--- src/rtl/core_pkg.sv ---
// Core-wide constants shared by the writeback path and its arbiters.
package core_pkg;

  localparam int XLEN   = 32;
  localparam int REG_AW = 5;

  localparam int WB_SRC_ALU = 0;
  localparam int WB_SRC_LSU = 1;
  localparam int WB_SRC_MDU = 2;
  localparam int WB_NUM_SRC = 3;
  localparam int WB_NREQ    = WB_NUM_SRC;

  // Index width that stays legal for a single requester.
  function automatic int idx_width(input int n);
    return (n > 1) ? $clog2(n) : 1;
  endfunction

endpackage

--- src/rtl/rr_arbiter.sv ---
// Round-robin arbiter: one-hot grant searched from the prio pointer upward.
// The pointer moves past the winner only when the caller reports advance.
module rr_arbiter
  import core_pkg::*;
#(
  parameter int NREQ = WB_NREQ,
  localparam int IW  = idx_width(NREQ)
) (
  input  logic            clk,
  input  logic            rst,
  input  logic [NREQ-1:0] req,
  input  logic            advance,
  output logic [NREQ-1:0] gnt,
  output logic [IW-1:0]   gnt_idx
);

  logic [IW-1:0] prio_q, prio_d;
  logic          found;
  int            cand;

  always_comb begin
    gnt     = '0;
    gnt_idx = '0;
    found   = 1'b0;
    cand    = 0;
    for (int k = 0; k < NREQ; k++) begin
      cand = (int'(prio_q) + k) % NREQ;
      if (!found && req[IW'(cand)]) begin
        found            = 1'b1;
        gnt[IW'(cand)]   = 1'b1;
        gnt_idx          = IW'(cand);
      end
    end
  end

  always_comb begin
    prio_d = prio_q;
    if (advance) begin
      prio_d = (gnt_idx == IW'(NREQ - 1)) ? '0 : gnt_idx + IW'(1);
    end
  end

  always_ff @(posedge clk or negedge rst) begin
    if (!rst) begin
      prio_q <= '0;
    end else begin
      prio_q <= prio_d;
    end
  end

endmodule

--- src/rtl/wb_arbiter.sv ---
// Writeback arbiter: shares the register file write port among the ALU, LSU
// and MDU, registering the winning write for one cycle.
module wb_arbiter
  import core_pkg::*;
#(
  parameter int NREQ = WB_NREQ,
  parameter int XLEN = core_pkg::XLEN,
  parameter int AW   = REG_AW
) (
  input  logic                      clk,
  input  logic                      rst,
  input  logic [NREQ-1:0]           req_valid,
  output logic [NREQ-1:0]           req_ready,
  input  logic [NREQ-1:0][AW-1:0]   req_rd_addr,
  input  logic [NREQ-1:0][XLEN-1:0] req_rd_data,
  output logic                      rd_wren,
  output logic [AW-1:0]             rd_addr,
  output logic [XLEN-1:0]           rd_data,
  output logic [1:0]                wb_src,
  output logic                      gnt_any
);

  localparam int IW = idx_width(NREQ);

  logic [NREQ-1:0]           gnt;
  logic [IW-1:0]             gnt_idx;
  logic                      xfer;
  logic [NREQ-1:0][AW-1:0]   addr_masked;
  logic [NREQ-1:0][XLEN-1:0] data_masked;
  logic [AW-1:0]             sel_addr;
  logic [XLEN-1:0]           sel_data;

  logic            rd_wren_q, rd_wren_d;
  logic [AW-1:0]   rd_addr_q, rd_addr_d;
  logic [XLEN-1:0] rd_data_q, rd_data_d;
  logic [1:0]      wb_src_q, wb_src_d;

  rr_arbiter #(.NREQ(NREQ)) u_rr (
    .clk     (clk),
    .rst     (rst),
    .req     (req_valid),
    .advance (xfer),
    .gnt     (gnt),
    .gnt_idx (gnt_idx)
  );

  // No handshake can complete while reset is held.
  assign req_ready = rst ? gnt : '0;
  assign xfer      = |req_ready;
  assign gnt_any   = xfer;

  // Grant is one-hot, so an AND-OR mux selects the winner's payload.
  for (genvar gi = 0; gi < NREQ; gi++) begin : g_mask
    assign addr_masked[gi] = gnt[gi] ? req_rd_addr[gi] : '0;
    assign data_masked[gi] = gnt[gi] ? req_rd_data[gi] : '0;
  end

  always_comb begin
    sel_addr = '0;
    sel_data = '0;
    for (int i = 0; i < NREQ; i++) begin
      sel_addr = sel_addr | addr_masked[i];
      sel_data = sel_data | data_masked[i];
    end
  end

  always_comb begin
    rd_wren_d = 1'b0;
    rd_addr_d = rd_addr_q;
    rd_data_d = rd_data_q;
    wb_src_d  = wb_src_q;
    if (xfer) begin
      // x0 writes are consumed but never reach the register file.
      rd_wren_d = (sel_addr != '0);
      rd_addr_d = sel_addr;
      rd_data_d = sel_data;
      wb_src_d  = 2'(gnt_idx);
    end
  end

  always_ff @(posedge clk or negedge rst) begin
    if (!rst) begin
      rd_wren_q <= 1'b0;
      rd_addr_q <= '0;
      rd_data_q <= '0;
      wb_src_q  <= '0;
    end else begin
      rd_wren_q <= rd_wren_d;
      rd_addr_q <= rd_addr_d;
      rd_data_q <= rd_data_d;
      wb_src_q  <= wb_src_d;
    end
  end

  assign rd_wren = rd_wren_q;
  assign rd_addr = rd_addr_q;
  assign rd_data = rd_data_q;
  assign wb_src  = wb_src_q;

endmodule

--- config.mk ---
export PLATFORM = sky130hd
export DESIGN_NAME = wb_arbiter
export DESIGN_NICKNAME = d
export VERILOG_FILES = /design/src/rtl/core_pkg.sv /design/src/rtl/rr_arbiter.sv /design/src/rtl/wb_arbiter.sv
export SDC_FILE = /design/constraint.sdc
export NUM_CORES = 1
export LEC_CHECK = 0
export ABC_CLOCK_PERIOD_IN_PS = 2900
export CORE_MARGIN = 4
export CORE_UTILIZATION = 34
export DETAILED_ROUTE_END_ITERATION = 8
export HOLD_SLACK_MARGIN = 0.12
export PLACE_DENSITY_LB_ADDON = 0.08
export SYNTH_ARGS = -nofsm -noshare
export SYNTH_HDL_FRONTEND = slang
export SYNTH_SLANG_ARGS = --single-unit
--- constraint.sdc ---
create_clock -name clk -period 2.9 [get_ports clk]
set_clock_uncertainty 0.15 [all_clocks]
set_input_delay 0.725 -clock clk [delete_from_list [all_inputs] [get_ports clk]]
set_output_delay 0.725 -clock clk [all_outputs]
set_load 0.05 [all_outputs]
Figure 1. The clock network (run 1).
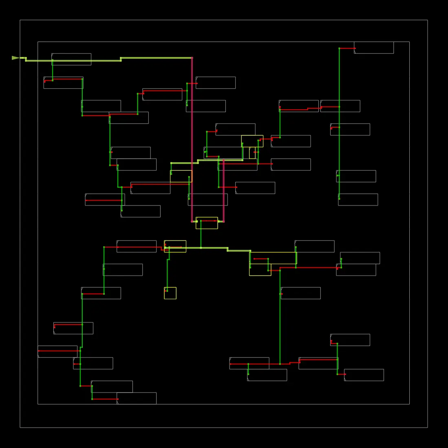
clock latency at the later pin of the worst-skew pair: 0.29 ns
number of flip-flops and latches: 42

Figure 2. Local utilization (run 1).
Scale: 3 px per µm. 9 x 9 tiles, from black (low) to pale yellow (high), 0 to 100% covered.
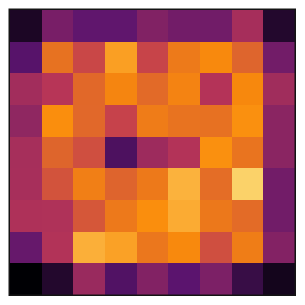
tiles over 75% full: 12%
fullest tile: 90%
nearly empty tiles: 1.2%
mean over tiles: 51%
Core Area: 0.00729 mm²
utilization after layout: 64.8%

Figure 3. Zoomed window (run 1).
Window x 35 to 60, y 35 to 60 µm. Cells in gray, sequential cells in the stronger gray; small squares are vias.
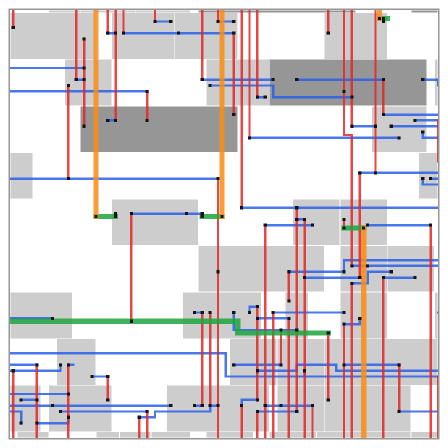
| layer | color |
|---|---|
| M1 | blue |
| M2 | red |
| M3 | green |
| M4 | orange |
netlist names of flops here include: `rd_addr` (1), `rd_data` (1)
most frequent: buf_4 (9), clkbuf_8 (4), clkdlybuf4s50_1 (4)
cells with their middle in the window: 29
sequential cells in the window: 2

==> tab_implementation.tex, run 1 <==
% Generated from flow reports
\begin{tabular}{lr}
\hline
Metric & Value \\
\hline
\multicolumn{2}{l}{\textbf{Outcome}} \\
\quad Run status & finished, violations left \\
\quad Failing checks & setup timing \\
\multicolumn{2}{l}{\textbf{Logic synthesis}} \\
\quad Mapped Area & 0.00256 mm² \\
\quad Flops out of synthesis & 42 \\
\quad Distinct cell type count after synthesis & 44 \\
\quad Count of library flops with an enable pin & 0 \\
\quad Synth Net Count & 360 \\
\quad Avg Cell Area, Syn & 10.7 µm² \\
\quad Dominant synthesized flop cell & sky130\_fd\_sc\_hd\_\_dfrtp\_1 \\
\quad Post-Synth AOI/OAI Area & 40.7\% \\
\quad Post-synth ARST share & 100\% \\
\multicolumn{2}{l}{\textbf{Layout}} \\
\quad Layout net count & 543 \\
\quad Filler Cells Inserted & 627 \\
\quad Area occupied by registers & 0.00105 mm² \\
\quad Area Growth Syn to Fin & 84.4\% \\
\quad Count of inserted antenna diode cells & 0 \\
\multicolumn{2}{l}{\textbf{Power and ir drop}} \\
\quad Total power & 6.05 mW \\
\quad Sequential group share of total power & between 10\% and 20\% \\
\quad Switching part of the total power & roughly half \\
\quad Combinational logic power & 4.54 mW \\
\quad Clock network fraction of design power & roughly 7.7\% \\
\quad Psw & 2.93 mW \\
\quad Top power group & combinational logic \\
\quad Internal power contribution & 3.12 mW \\
\multicolumn{2}{l}{\textbf{Worst setup path}} \\
\quad Crit Reg-Reg Startpoint & u\_rr.prio\_q[0]\$\_DFFE\_PN0P\_ \\
\quad Worst setup slack for register-to-register paths & -0.07 ns \\
\quad Critical path class & flop to output pin \\
\quad RR Endpoint & rd\_wren\$\_DFF\_PN0\_ \\
\quad Data arrival time at the worst-slack endpoint & around 2.2 ns \\
\quad Kind of start point of the critical path & flop \\
\quad Critical path endpoint category & output pin \\
\quad Crit path max fanout & 5 \\
\multicolumn{2}{l}{\textbf{Routing}} \\
\quad Total via count after detailed routing & 2851 \\
\quad Via count normalized by instance count & about 5.5 \\
\quad Final wirelength & 9800 µm \\
\quad DRC violation total after the first TritonRoute iteration & 94 \\
\quad Routed wire per std cell & 18.7 µm \\
\quad Total iterations of the first detailed-routing run & 4 \\
\multicolumn{2}{l}{\textbf{STA}} \\
\quad Worst rel slew slack & 64.0\% \\
\quad Final cycle utilization of the critical path & 104\% \\
\quad Final count of negative-setup-slack endpoints & 4 \\
\quad Final Max Tran Viols & 0 \\
\quad Post-Route Hold Slack & roughly 0.35 ns \\
\quad Final Critical Period & 3.02 ns \\
\quad Final count of hold timing violations & 0 \\
\quad Tightest Pin Transition & 0.539 ns \\
\quad Setup repair after global routing missed its margin & true \\
\quad Worst setup margin & -0.125 ns \\
\quad Setup TNS & -0.339 ns \\
\multicolumn{2}{l}{\textbf{Global route}} \\
\quad Largest net degree at the start of global routing & 43 \\
\quad Wire length of the first global-routing pass & between 10000 and 15000 µm \\
\quad Most Used Layer, Global Route & met2 \\
\quad Global-route met2 utilization & 36.7\% \\
\quad Number of global-route vias before repair & 2957 \\
\quad Total overflow reported by the global router & 0 \\
\multicolumn{2}{l}{\textbf{Die}} \\
\quad Standard-cell row count & 31 \\
\quad DIE AREA & $\sim$0.009 mm² \\
\quad Height of the die & 94.8 µm \\
\quad Count of boundary I/O pins & $\sim$160 \\
\quad Die W & 94.8 µm \\
\multicolumn{2}{l}{\textbf{Clock network}} \\
\quad Post-CTS clock slew at the launch and capture registers of the worst setup and hold paths & 0.08 ns \\
\quad Clock tree from TritonCTS & yes \\
\quad Maximum buffer depth of the clock tree & 2 \\
\quad Number of clock buffers inserted by TritonCTS & 5 \\
\quad CTS root buf & sky130\_fd\_sc\_hd\_\_clkbuf\_8 \\
\multicolumn{2}{l}{\textbf{Placed design}} \\
\quad Setup WS pre-CTS & -0.417 ns \\
\quad Count of input and output buffers & roughly 160 \\
\quad Routability-driven placement congestion ratio & about 0.87 \\
\multicolumn{2}{l}{\textbf{Min path}} \\
\quad Worst Hold Launch & wb\_src[0]\$\_DFFE\_PN0P\_ \\
\quad Hold EP & wb\_src[0]\$\_DFFE\_PN0P\_ \\
\quad Hold Path Stages & 1 \\
\multicolumn{2}{l}{\textbf{Job}} \\
\quad Number of maximum-capacitance constraint violations & 0 \\
\quad Total number of warnings across the stage logs & 32 \\
\hline
\end{tabular}
run 1: worst max path at each step:
| stage | from | endpoint | slack (ns) |
|---|---|---|---|
| 2_1_floorplan | rst | req_ready[2] | -0.07 |
| 3_3_place_gp | req_valid[0] | req_ready[0] | -0.39 |
| 3_5_place_dp | req_valid[0] | req_ready[0] | -0.42 |
| 4_1_cts | u_rr.prio_q[1]$_DFFE_PN0P_ | req_ready[0] | -0.08 |
| 5_1_grt | u_rr.prio_q[1]$_DFFE_PN0P_ | req_ready[0] | -0.22 |
| 6_report | u_rr.prio_q[1]$_DFFE_PN0P_ | req_ready[0] | -0.12 |
run 1: cell families after synthesis:
logic type,after synthesis
AOI/OAI and AO/OA,128
adders and majority gates,4
buffers and inverters,31
DFF,42
muxes,8
and+or+nand+nor,27
run 1: worst max-delay path: stages, from the launching register on:
cell and delay (ns):
sky130_fd_sc_hd__dfrtp_1 0.40, sky130_fd_sc_hd__inv_2 0.09, sky130_fd_sc_hd__ha_4 0.17, sky130_fd_sc_hd__buf_6 0.12, sky130_fd_sc_hd__inv_1 0.04, sky130_fd_sc_hd__o211a_1 0.24, sky130_fd_sc_hd__a211oi_2 0.28, sky130_fd_sc_hd__nand2_2 0.14
sky130_fd_sc_hd__buf_6 0.15, sky130_fd_sc_hd__nor2_4 0.10, sky130_fd_sc_hd__buf_12 0.14
run 1: through the flow:
stage,instances,instance area [µm²]
finish,523,4730
detailed placement,503,4460
CTS,522,4710
floorplan,240,2580
global route,523,4730
global placement,503,4460
run 1: registers in the layout, summed over array words and instances (netlist names):
register     count
rd_wren          1
u_rr.prio_q      2
rd_data         32
rd_addr          5
wb_src           2
run 1: layer usage:
metal	vias up	share of wire, %
li1	1345	-
met1	1386	41
met2	108	50
met3	12	7.3
met4	0	1.7
met5	-	0
run 1: cells in the final DEF (no fill, tap or decap), types with 6 or more instances in the layout:
cell | Yosys | layout
sky130_fd_sc_hd__a221oi_1 | 29 | 29
sky130_fd_sc_hd__a221oi_2 | 8 | 8
sky130_fd_sc_hd__a2bb2oi_1 | 37 | 37
sky130_fd_sc_hd__buf_12 | 0 | 6
sky130_fd_sc_hd__buf_4 | 2 | 35
sky130_fd_sc_hd__clkdlybuf4s50_1 | 0 | 151
sky130_fd_sc_hd__dfrtp_1 | 42 | 41
sky130_fd_sc_hd__o21ai_0 | 27 | 27
sky130_fd_sc_hd__o21ai_1 | 12 | 12
run 1: cell type report:
cell class	instances	area share [%]
clock buffers	6	1.54
multi-input cells	167	30.4
clock inverters	2	0.794
inverters	6	0.476
repair buffers	201	41.9
well taps	99	2.62
flip-flops and latches	42	22.3
run 1: what timing repair did:
action | CTS | global route
gates cloned | 0 | 0
setup endpoints to repair | 4 | 4
buffers inserted | 11 | 1
pin swaps | 7 | 5
gates resized | 20 | 4
run 1: synthesized netlist by cell type (all sizes together), types with 4 or more instances:
cell,number,share of area (%)
ha,4,2.0
mux2,4,1.8
nand2,6,0.88
mux2i,4,2.0
inv,5,0.73
nor3,5,1.4
clkbuf,9,1.3
dfrtp,42,41
a2bb2oi,37,13
o21ai,39,7.6
buf,16,4.1
a221oi,37,15
Figure 4. Routed clock nets over the placement (run 1).
Scale: 6 px per µm.
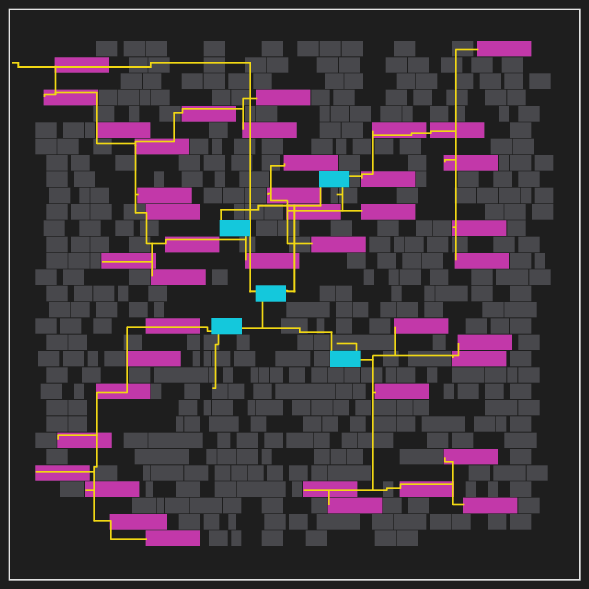

==> run 2, diff against run 1 <==
- CORE_MARGIN: 4 -> 2
- GPL_TIMING_DRIVEN: default -> 0
Figure 5. Routed clock nets over the placement (run 2).
Scale: 6 px per µm.
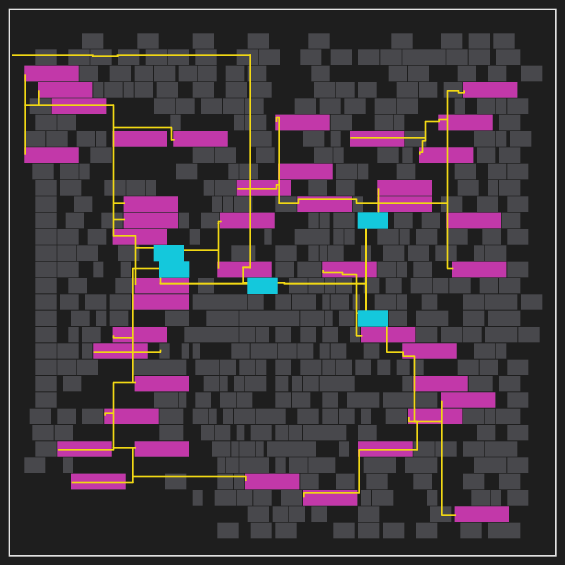
[clock wires] yellow | length: 568 µm
[flip-flops] magenta | count: 42
[clock-net drivers] cyan | count: 5
routed clock nets: 6
Clock Power: 0.359 mW
clock latency at the later pin of the worst-skew pair: 0.28 ns
clock network fraction of design power: 6.0%

==> run 2 against run 1 <==
The flow still finishes with violations (setup timing). Die size is 8.3% lower. Critical path depth stayed put. Flip-flop count stayed put. Combinational power hardly changed. Count of clock-buffer cells in the layout is 1 lower. Worst setup slack worse by 0.083 ns. Synthesized cell count stayed put. First-iteration DRC count is 26% lower.
==> tab_implementation.tex, run 2 <==
% Generated from flow reports
\begin{tabular}{lr}
\hline
Metric & Value \\
\hline
\multicolumn{2}{l}{\textbf{Placed design}} \\
\quad Count of input and output buffers & 159 (unchanged) \\
\quad Routability-driven placement congestion ratio & 0.848 (-2.1\%) \\
\quad Setup WS pre-CTS & -1.54 ns (-1.13 ns) \\
\multicolumn{2}{l}{\textbf{Logic synthesis}} \\
\quad Count of library flops with an enable pin & 0 (unchanged) \\
\quad Dominant cells by area after synthesis & sky130\_fd\_sc\_hd\_\_dfrtp\_1 41\%, sky130\_fd\_sc\_hd\_\_a2bb2oi\_1 13\%, sky130\_fd\_sc\_hd\_\_a221oi\_1 9.9\% \\
\quad Avg Cell Area, Syn & 10.7 µm² (unchanged) \\
\quad Post-Synth AOI/OAI Area & 40.7\% (unchanged) \\
\quad Mapped Area & 0.00256 mm² (unchanged) \\
\quad Post-synth ARST share & 100\% (unchanged) \\
\quad Synth Net Count & 360 (unchanged) \\
\quad Flops out of synthesis & 42 (unchanged) \\
\quad Cell accounting for the most synthesized area & sky130\_fd\_sc\_hd\_\_dfrtp\_1 \\
\quad Mux frac, synth & 3.81\% \\
\quad Post-synthesis chip area from yosys & 0.00256 mm² \\
\quad Commonest cells in the synthesized netlist & 42 x sky130\_fd\_sc\_hd\_\_dfrtp\_1, 37 x sky130\_fd\_sc\_hd\_\_a2bb2oi\_1, 29 x sky130\_fd\_sc\_hd\_\_a221oi\_1 \\
\quad Top area contributor share & 41.0\% (unchanged) \\
\quad Dominant synthesized flop cell & sky130\_fd\_sc\_hd\_\_dfrtp\_1 \\
\quad Main logic family & AND-OR/OR-AND gates \\
\quad Post-synthesis cell type with the largest instance count & sky130\_fd\_sc\_hd\_\_dfrtp\_1 \\
\quad Distinct cell type count after synthesis & 44 (unchanged) \\
\multicolumn{2}{l}{\textbf{Worst setup path}} \\
\quad Data arrival time at the worst-slack endpoint & 2.23 ns (+0.08 ns) \\
\quad Crit path max fanout & 5 (unchanged) \\
\quad Critical path endpoint category & output pin \\
\quad Cell with the biggest individual delay on the critical path & sky130\_fd\_sc\_hd\_\_dfrtp\_1 \\
\quad Cell type with the highest occurrence count on the critical path & sky130\_fd\_sc\_hd\_\_buf\_4 \\
\quad Kind of start point of the critical path & flop \\
\quad Worst stage delay on the critical path & 0.42 ns (+0.02 ns) \\
\quad Critical path class & flop to output pin \\
\quad Critical-path cell list & inv\_2, ha\_4, buf\_4, buf\_4, o22ai\_4, and2\_4, buf\_6, nor3\_4, a21oi\_4, buf\_8 \\
\multicolumn{2}{l}{\textbf{STA}} \\
\quad Setup TNS & -0.556 ns (-0.216 ns) \\
\quad Final count of negative-setup-slack endpoints & 3 (-1) \\
\quad Worst rel slew slack & 64.3\% (+0.30 points) \\
\quad Tightest Pin Transition & 0.534 ns (-0.00444 ns) \\
\quad Setup repair after global routing missed its margin & true \\
\quad Worst setup margin & -0.208 ns (-0.0828 ns) \\
\quad Final cycle utilization of the critical path & 107\% (+2.9 points) \\
\quad Final count of hold timing violations & 0 (unchanged) \\
\quad Final Critical Period & 3.11 ns (+0.0828 ns) \\
\quad Final Max Tran Viols & 0 (unchanged) \\
\multicolumn{2}{l}{\textbf{Global route}} \\
\quad GR Util All Layers & 22.7\% \\
\quad Largest net degree at the start of global routing & 27 (-37\%) \\
\quad Wire length of the first global-routing pass & 14900 µm (+0.89\%) \\
\quad Number of global-route vias before repair & 2917 (-1.4\%) \\
\quad Total overflow reported by the global router & 0 (unchanged) \\
\multicolumn{2}{l}{\textbf{Layout}} \\
\quad Layout net count & 559 (+2.9\%) \\
\quad Area occupied by registers & 0.00105 mm² (unchanged) \\
\quad Count of inserted antenna diode cells & 0 (unchanged) \\
\quad Proportion of layout cells with a drive suffix above 1 & 22.6\% \\
\quad Filler Cells Inserted & 614 (-2.1\%) \\
\quad Area Growth Syn to Fin & 85.5\% \\
\quad Most numerous logic cell after layout & sky130\_fd\_sc\_hd\_\_clkdlybuf4s50\_1 \\
\quad Most frequently placed logic cells in the final layout & 151 x sky130\_fd\_sc\_hd\_\_clkdlybuf4s50\_1, 41 x sky130\_fd\_sc\_hd\_\_dfrtp\_1, 37 x sky130\_fd\_sc\_hd\_\_a2bb2oi\_1 \\
\quad Max reg flops & 32 (unchanged) \\
\multicolumn{2}{l}{\textbf{Routing}} \\
\quad Total via count after detailed routing & 2924 (+2.6\%) \\
\quad DRC violation total after the first TritonRoute iteration & 70 (-26\%) \\
\quad Routed wire per std cell & 18.5 µm (-0.99\%) \\
\quad Number of nets with antenna violations after detailed routing & 0 \\
\quad Via count normalized by instance count & 5.43 (-0.30\%) \\
\quad Drt drc & 0 \\
\quad Final wirelength & 9980 µm (+1.8\%) \\
\quad Total iterations of the first detailed-routing run & 4 (unchanged) \\
\multicolumn{2}{l}{\textbf{Die}} \\
\quad Count of boundary I/O pins & 160 (unchanged) \\
\quad Die W & 90.8 µm (-4.2\%) \\
\quad DIE AREA & 0.00825 mm² (-8.3\%) \\
\quad Height of the die & 90.8 µm (-4.2\%) \\
\quad Core Area & 0.00729 mm² (unchanged) \\
\multicolumn{2}{l}{\textbf{Clock network}} \\
\quad Post-CTS clock slew at the launch and capture registers of the worst setup and hold paths & 0.08 ns (about the same) \\
\quad CTS root buf & sky130\_fd\_sc\_hd\_\_clkbuf\_8 \\
\quad Htree depth & 2 \\
\quad Number of clock buffers inserted by TritonCTS & 5 (unchanged) \\
\quad Maximum buffer depth of the clock tree & 2 (unchanged) \\
\quad Clock tree from TritonCTS & yes \\
\multicolumn{2}{l}{\textbf{Outcome}} \\
\quad Failing checks & setup timing \\
\quad Run status & finished, violations left \\
\multicolumn{2}{l}{\textbf{Job}} \\
\quad Number of maximum-capacitance constraint violations & 0 (unchanged) \\
\quad Total number of warnings across the stage logs & 32 (unchanged) \\
\hline
\end{tabular}
Figure 6. Cell classes on the final placement (run 2).
Scale: 4 px per µm. Fill, decap, tap and diode cells in gray.
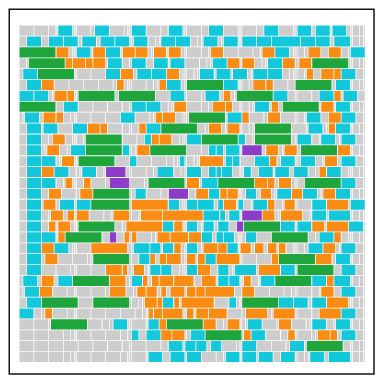
| class | color | cells | share of their area |
|---|---|---|---|
| sequential cells | green | 42 | 23% |
| remaining buffers and delay cells | cyan | 216 | 44% |
| clock drivers and dummy loads | purple | 7 | 1.7% |
| remaining logic cells | orange | 174 | 32% |
standard-cell row count: 31
final design area excluding fillers: 0.00476 mm²
utilization after layout: 65.2%
sequential fraction of total cell area: 22.1%

-- run 2: cell counts after synthesis --
No cell type changed its count.
-- run 2: cell type report --
type | instances | share of cell area [%]
buffer | 20 | 2.37
clock buffer | 5 | 1.45
multi-input combinational | 168 | 30.5
tap | 99 | 2.60
clock inverter | 2 | 0.210
inverter | 6 | 0.605
timing repair buffer | 196 | 40.1
sequential | 42 | 22.1
-- run 2: worst max-delay path: cells and delay by family, from the launching register on --
kind / cells / cell delay, ns
flops: 1 / 0.42
fa+ha+maj: 1 / 0.19
buf+inv: 5 / 0.66
simple gates: 2 / 0.24
compound gates: 2 / 0.43
-- run 2: cell families (layout without fill, tap and decap cells) --
kind of cell / count (synthesis) / after routing
fa+ha+maj: 4 / 4
buf+inv: 31 / 229
flops: 42 / 42
mux: 8 / 8
simple gates: 27 / 28
compound gates: 128 / 128
-- run 2: final timing paths --
kind | startpoint | end | slack [ns] | cells after the start
min in group clk | wb_src[0]$_DFFE_PN0P_ | wb_src[0]$_DFFE_PN0P_ | 0.36 | 1
setup / recovery | u_rr.prio_q[1]$_DFFE_PN0P_ | gnt_any | -0.21 | 10
max in group asynchronous | rst | rd_data[1]$_DFFE_PN0P_ | 1.41 | 2
setup reg to reg | u_rr.prio_q[1]$_DFFE_PN0P_ | u_rr.prio_q[0]$_DFFE_PN0P_ | 0.10 | 13
hold reg to reg | wb_src[0]$_DFFE_PN0P_ | wb_src[0]$_DFFE_PN0P_ | 0.36 | 1
hold / removal | rst | rd_data[25]$_DFFE_PN0P_ | 0.24 | 2
-- run 2: metal layers --
| layer | up-vias | routed length [µm] | track usage [%] |
|---|---|---|---|
| li1 | 1369 | - | - |
| met1 | 1422 | 3950 | 28.5 |
| met2 | 128 | 5090 | 40.7 |
| met3 | 5 | 878 | 5.09 |
| met4 | 0 | 51 | 3.79 |
| met5 | - | 0 | 0 |
-- run 2: report_power, final --
group / switching (mW) / leakage (nW) / total [mW] / internal [mW]
registers: 0.163 / 0.472 / 1.06 / 0.893
logic: 2.59 / 1.41 / 4.57 / 1.98
clock network: 0.197 / 0.0438 / 0.359 / 0.162
total: 2.95 / 1.92 / 5.99 / 3.03
-- run 2: metrics by stage --
step | cell area, µm² | power, mW | hold WS [ns] | std cells
2_1_floorplan | 2580 | 3.81 | 0.279 | 240
3_3_place_gp | 4300 | 5.02 | 0.322 | 498
3_5_place_dp | 4310 | 5.08 | 0.329 | 499
4_1_cts | 4620 | 5.81 | 0.163 | 525
5_1_grt | 4760 | 6.34 | 0.241 | 538
6_report | 4760 | 5.99 | 0.240 | 538
-- run 2: timing repair --
item | 4_1_cts | 5_1_grt
pin swaps | 9 | 12
hold buffers | 0 | 2
resized | 57 | 19
setup buffers | 20 | 14
gates cloned | 1 | 0
endpoints found under the hold margin | 0 | 7
setup endpoints to repair | 18 | 11
Power figures rest on the tool's default switching activity, not on a simulated workload.
